Figure 1. Routing congestion (run 1).
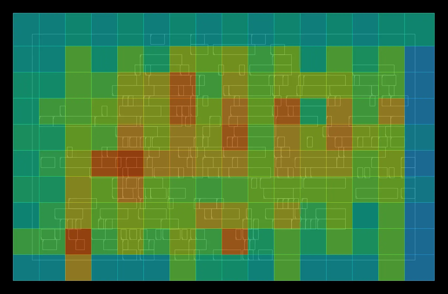
Figure 2. Signal wires on met2 (run 1).
The bar under the picture is 20 um long. Cells faint in the background.
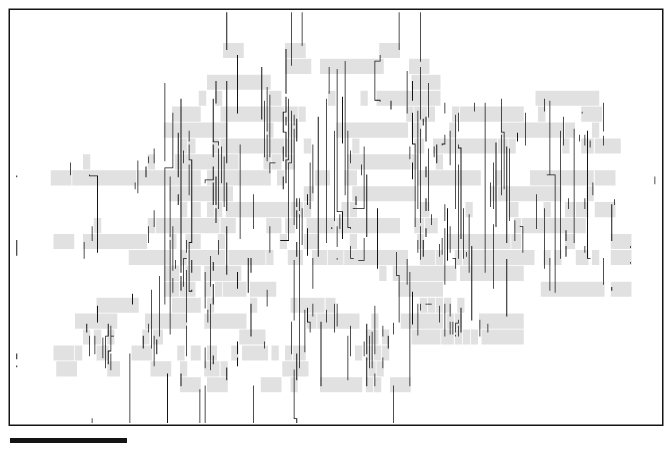
Figure 3. A small window of the routed layout (run 1).
The bar under the picture is 10 um long. Window x 36 to 76, y 1 to 41 um. Cells in grey, sequential cells in the stronger grey; small squares are vias.
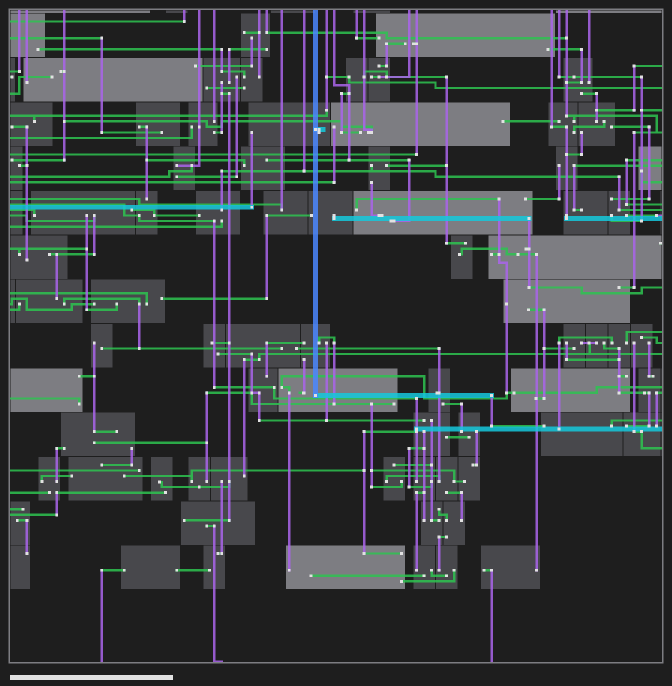
Design fifo_drain, sky130hd; sources not shown.
==> ci_impl_report.md, run 1 <==
### Metrics collected by this job

| Metric | Value |
|---|---|
| Most frequent cells in the layout | nor2_1, edfxtp_1, inv_1 |
| Largest net degree at the start of global routing | 17 |
| Clock H-tree levels | 2 |
| Crit path DRT | 1.88 ns |
| Total of max-cap violations | 0 |
| Tmin final | 2.620 ns |
| Reg2Reg Setup Slack | 1.22 ns |
| Clk pwr share | 0.310 |
| Top cell family by delay on the critical path | buffers and inverters |
| Critical Path Stages | 4 |
| Die Size | 0.007891 sq mm |
| P_clk | 416 uW |
| Worst vdd ir | 0.0002719 V |
| M1 GR Usage | 0.1585 |
| DR WL/cell | 13.42 um |
| Critical Path Fanout Max | 7 |
| DR pass1 iterations | 4 |
| Leak pwr | 0.9643 nW |
| Total track usage | 0.1114 |
| Post-CTS sizing | 5 |
| Met2 wire len | 1702 um |
| Sw Pwr | 348.7 uW |
| Clock Skews | 0.006327 ns |
| Outcome | complete, no violations |
| Worst-Margin Slew | 0.4122 ns |
| Cell count listed in synth_stat.txt | 180 |
| Syn Nets | 196 |
| Crit path cell chain | buf_4 > nor2_1 > o22ai_1 > clkdlybuf4s50_1 |
| Port Buffers | 23 |
| Via/cell ratio | 4.319 |
| Top Layer Used | met4 |
| Nets | 235 |
| Fmax | 0.3817 GHz |
| Max FFs per register | 32 |
| GR peak layer | met1 |
| Wire length on met3 | 191 um |
| Setup Buffers After CTS | 0 |
| DRC violations left | 0 |
| Seq. pwr | 748 uW |
| Yosys Warn Count | 0 |
| Synth cell types | 22 |
| RSZ-0062 raised after global routing | false |
| Mux share | 0 |
| M1 WL | 2120 um |
| Synth Area per Inst | 10.28 sq um |
| Row Count | 22 |
| Slew HR | 0.7245 |
| Num CTS Buffers | 5 |
| CP max-delay cell | clkdlybuf4s50_1 |
| Iter 0 DRT Violations | 46 |
| Area Overhead vs Synth | 27.18% |
| Hold buffer count at CTS | 0 |
| Post-Syn Area | 0.001851 sq mm |
| Period utilization | 0.9739 |
| CTS tree | built |
| Tool warnings | 26 |
| Hold WS | 0.5078 ns |
| Commonest Layout Cell | nor2_1 |
| Worst path arrival time | 1.81 ns |
| P per Cell Area | 570.5 mW/mm^2 |
| Post-synth seq share | 0.6383 |
| Top logic family | simple AND/OR/NAND/NOR gates |
| Core area | 0.006056 sq mm |
| Slew Viols, Final | 0 |
| Clock Latency Late Sink | 0.31 ns |
| Fin area | 0.002354 sq mm |
| Ant. Diodes | 0 |
| Share of cells above drive strength 1 | 0.1455 |
## Picture notes: Figure 1
fin util: 0.3886
met2 GRT Util: 0.1543

## Picture notes: Figure 2
- share of all routed wire: 42%
- longest straight run: 29.6 um
via count: 1313
Detailed Route WL: 4080 um

## Picture notes: Figure 3
- cyan: met3
- green: met1
- purple: met2
- blue: met4
- cells with their middle in the window: 72
- sequential cells in the window: 10
- most frequent: nor2_1 (14), nand2_1 (9), inv_1 (8)

==> run 1: worst reg2reg max path, stage by stage, from the launching register on <==
cell	delay, ns
dfxtp_1	0.45
nor2_1	0.11
nor2_2	0.20
ha_1	0.27
inv_1	0.11
nand2_1	0.06
nor2_1	0.08
nor2_1	0.04
nor2_1	0.09
==> run 1: per-stage QoR <==
| step | power, mW | util | std cells | TNS, ns | setup slack (ns) |
|---|---|---|---|---|---|
| CTS | 1.357 | 0.3872 | 304 | 0 | 0.02184 |
| detailed placement | 0.9450 | 0.3725 | 296 | -0.1157 | -0.1157 |
| floorplan | 0.8563 | - | 180 | 0 | 0.5668 |
| global placement | 0.9444 | 0.3725 | 296 | -0.1071 | -0.1071 |
| finish | 1.343 | 0.3886 | 304 | 0 | 0.07029 |
| global route | 1.407 | 0.3886 | 304 | 0 | 0.01315 |
==> run 1: cells in the mapped netlist <==
library cell,number,area (sq um)
buf_4,1,7.510
nand4_1,2,12.51
nor2_4,1,11.26
o21ai_0,13,65.06
o31ai_1,2,15.01
dfxtp_1,11,220.2
inv_1,21,78.83
edfxtp_1,32,960.9
nor2_2,1,6.260
o21ai_1,4,20.02
nand3_4,3,52.55
nand2_1,15,56.30
inv_2,3,11.26
buf_6,1,11.26
nand3_1,1,5.000
nor2_1,52,195.2
ha_1,3,37.54
nor3_1,2,10.01
or2_2,2,12.51
nor4_1,1,6.260
o22ai_1,8,50.05
a21oi_1,1,5.000
==> run 1: cell type report <==
type / instances / area (sq um) / share of cell area
flip-flops and latches: 43 / 1184 / 0.5029
clock inverters: 2 / 12.51 / 0.005316
multi-input cells: 111 / 566.8 / 0.2408
well taps: 84 / 105.1 / 0.04466
clock buffers: 6 / 72.57 / 0.03083
repair buffers: 34 / 320.3 / 0.1361
inverters: 24 / 92.59 / 0.03934
Figure 4. M1 wires (run 1).
The bar under the picture is 20 um long. Supply wires on this layer in grey. Cells faint in the background.
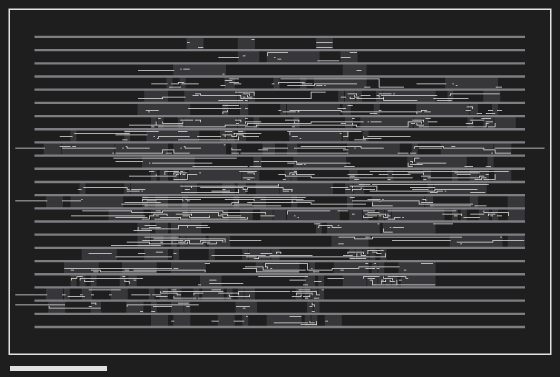

## Run 2: what changed since run 1
--- a/config.mk
+++ b/config.mk
@@ -9,9 +9,11 @@
 export CORE_ASPECT_RATIO = 0.6
 export CORE_MARGIN = 5
 export CORE_UTILIZATION = 30
+export CTS_BUF_LIST = sky130_fd_sc_hd__clkbuf_8
 export DETAILED_ROUTE_END_ITERATION = 10
 export GPL_ROUTABILITY_DRIVEN = 0
 export PLACE_DENSITY = 0.48
+export REMOVE_ABC_BUFFERS = 1
 export SYNTH_ARGS = -nofsm -noshare
 export SYNTH_HDL_FRONTEND = slang
 export SYNTH_SLANG_ARGS = --single-unit
Figure 5. M1 wires (run 2).
The bar under the picture is 20 um long. Supply wires on this layer in grey. Cells faint in the background.
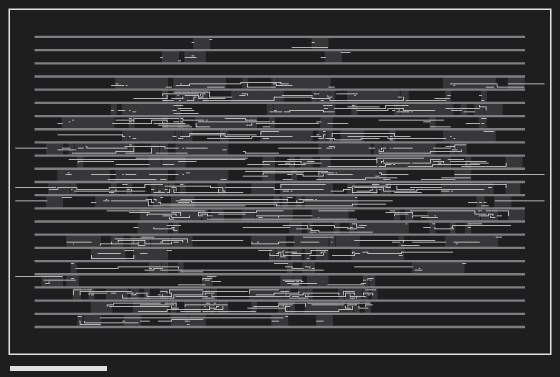
- longest straight run: 37.7 um
- wire length on this layer: 2350 um
M1 GR Usage: 0.1752
via count: 1302
Detailed Route WL: 4122 um

==> run 2 against run 1 <==
Against the previous run: sequential power is essentially flat; via count is 0.84% lower; synthesized cell count stayed put; synthesized area is the same; largest cell class unchanged; first-iteration DRC count fell by 2.2%; sequential share of layout area is 0.27 points higher; power down 1.1%; combinational power is 3% higher; critical path type is now in2out; maximum frequency rose by 2.8%; hold slack gained 0.00073 ns; global-route usage is essentially flat.
==> ci_impl_report.md, run 2 <==
### Metrics collected by this job

| Metric | Value |
|---|---|
| Commonest cells post-synth | nor2_1, edfxtp_1, inv_1 |
| Die Size | 0.007891 sq mm (unchanged) |
| Fmax | 0.3926 GHz (+2.8%) |
| DR WL/cell | 13.60 um (+1.4%) |
| Number of flops mapped to enable cells by yosys | 32 (unchanged) |
| Iter 0 DRT Violations | 45 (-2.2%) |
| Post-Syn Area | 0.001851 sq mm (unchanged) |
| Crit path cell chain | clkdlybuf4s50_1 > inv_1 > nand3_1 > inv_1 > dlygate4sd2_1 |
| Largest net degree at the start of global routing | 17 (unchanged) |
| RSZ-0062 raised after global routing | false |
| MI comb area | 566.8 sq um (unchanged) |
| Pwr Total | 1.327 mW (-1.1%) |
| Top logic family | simple AND/OR/NAND/NOR gates |
| Outcome | complete, no violations |
| Cell type with the largest total area | edfxtp_1 |
| Crit path DRT | 1.88 ns (about the same) |
| Fin area | 0.002341 sq mm (-0.53%) |
| Fin util | 0.3866 (-0.002066) |
| Nets | 234 (-0.43%) |
| Post-synth ARST share | 0 (unchanged) |
| Hold buffer count at CTS | 0 (unchanged) |
| Clock Latency Late Sink | 0.29 ns (-0.02 ns) |
| Tmin final | 2.547 ns (-0.07244 ns) |
| Die W | 111.4 um |
| DRC violations left | 0 (unchanged) |
| Final setup margin | 0.1427 ns (+0.07244 ns) |
| Area Overhead vs Synth | 26.50% |
| Ant. Diodes | 0 (unchanged) |
| Core area | 0.006056 sq mm (unchanged) |
| Share of cells above drive strength 1 | 0.1416 (-0.003902) |
| Total of max-cap violations | 0 (unchanged) |
| Max FFs per register | 32 (unchanged) |
| Critical Path Fanout Max | 2 (-5) |
| Num CTS Buffers | 5 (unchanged) |
| Sw Pwr | 336.9 uW (-3.4%) |
| Post-synth seq share | 0.6383 (unchanged) |
| Top area cell types | edfxtp_1, dfxtp_1, nor2_1 |
| Clk pwr share | 0.300 (-0.010) |
| Most frequent cell after synthesis | nor2_1 |
| Slew HR | 0.7133 (-0.01120) |
| Dominant flop cell | edfxtp_1 |
| Leak pwr | 0.9585 nW (-0.59%) |
| Clock Skews | 0.006570 ns (+0.0002428 ns) |
| Clock H-tree levels | 2 (unchanged) |
| Most frequent cells in the layout | nor2_1, edfxtp_1, inv_1 |
| Tool warnings | 25 (-3.8%) |
| Antenna violations before repair | 0 |
| Worst vdd ir | 0.0001722 V (-37%) |
| Slew Viols, Final | 0 (unchanged) |
| Post-place setup slack | -0.1257 ns (-0.009983 ns) |
| Commonest Layout Cell | nor2_1 |
| P per Cell Area | 567.0 mW/mm^2 (-0.62%) |
| Worst-Margin Slew | 0.4289 ns (+0.01676 ns) |
| Worst path arrival time | 1.74 ns (-0.07 ns) |
| Reg2Reg Setup Slack | 1.08 ns (-0.14 ns) |
| Hold WS | 0.5085 ns (+0.0007340 ns) |
| Via/cell ratio | 4.297 (-0.51%) |
| Port Buffers | 23 (unchanged) |
| Hold Path Cell Cnt | 2 |
| Total track usage | 0.1114 (about the same) |
| Yosys Warn Count | 0 (unchanged) |
| Max-area cell share | 0.5193 (unchanged) |
| Row Count | 22 (unchanged) |
| Period utilization | 0.9469 (-0.02693) |
| CTS tree | built |
| DR pass1 iterations | 4 (unchanged) |
| Mux share | 0 (unchanged) |
| Cell count listed in synth_stat.txt | 180 (unchanged) |
| FF/Latch Area | 0.001184 sq mm (unchanged) |
| CP max-delay cell | clkdlybuf4s50_1 |
| Synth Area per Inst | 10.28 sq um (unchanged) |
| Synth cell types | 22 (unchanged) |
Figure 6. A small window of the routed layout (run 2).
The bar under the picture is 10 um long. Window x 36 to 76, y 1 to 41 um. Cells in grey, sequential cells in the stronger grey; small squares are vias.
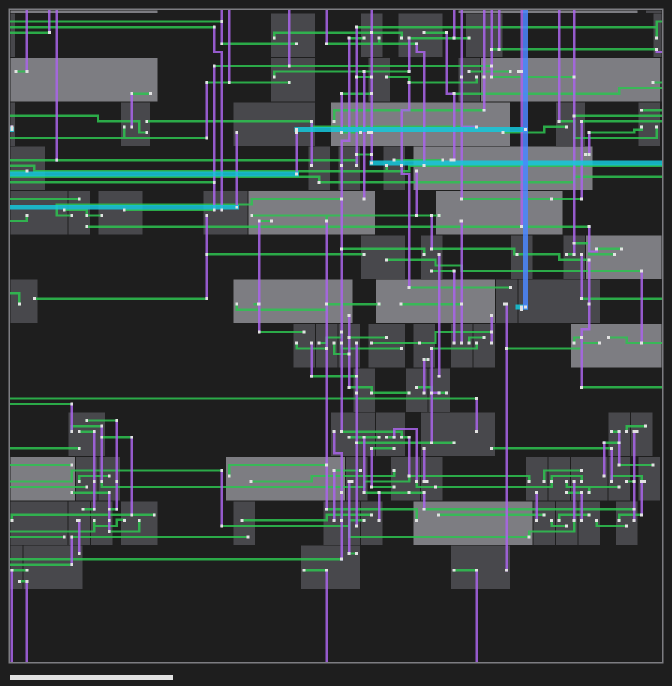

[run 2: cell counts after synthesis]
No cell type changed its count.
[run 2: kinds of logic after synthesis]
group	Yosys count
flip-flops	43
buffers and inverters	26
AND-OR/OR-AND	28
AND/OR/NAND/NOR	80
adder cells (fa/ha/maj)	3
[run 2: repair_timing]
item | 4_1_cts | 5_1_grt
endpoints found under the setup margin | 9 | 5
resized | 3 | 5
buffers inserted | 0 | 0
gates cloned | 0 | 0
pin swaps | 0 | 0
[run 2: power by group through the flow]
stage                     combinational (mW)  clock (mW)  sequential (mW)
after floorplan                       0.0937           0            0.759
after global routing                   0.203       0.445            0.749
after CTS                              0.187       0.411            0.745
after detailed placement               0.188           0            0.760
final                                  0.184       0.398            0.746
after global placement                 0.187           0            0.760
[run 2: final cells by class]
class	instances	share of cell area
inverters	24	0.03955
repair buffers	33	0.1315
flip-flops and latches	43	0.5056
multi-input cells	111	0.2421
well taps	84	0.04490
clock buffers	5	0.02940
clock inverters	3	0.006948
[run 2: critical path, delay by kind of cell]
kind / cells / cell delay, ns
AND/OR/NAND/NOR: 1 / 0.09
buffers and inverters: 4 / 0.85
[run 2: metal layers]
layer / share of wire / up-vias / track usage / wire [um]
li1: - / 677 / - / -
met5: 0 / - / 0 / 0
met4: 0.0082 / 0 / 0.03239 / 34
met2: 0.39 / 26 / 0.1490 / 1609
met3: 0.032 / 5 / 0.02650 / 130
met1: 0.57 / 594 / 0.1752 / 2349
[run 2: through the flow]
step / setup TNS, ns / cells
after floorplan: 0 / 178
after global placement: -0.1269 / 295
after detailed placement: -0.1257 / 295
after CTS: 0 / 303
after global routing: 0 / 303
final: 0 / 303
No activity file was given, so power comes from the tool's default toggle rates.
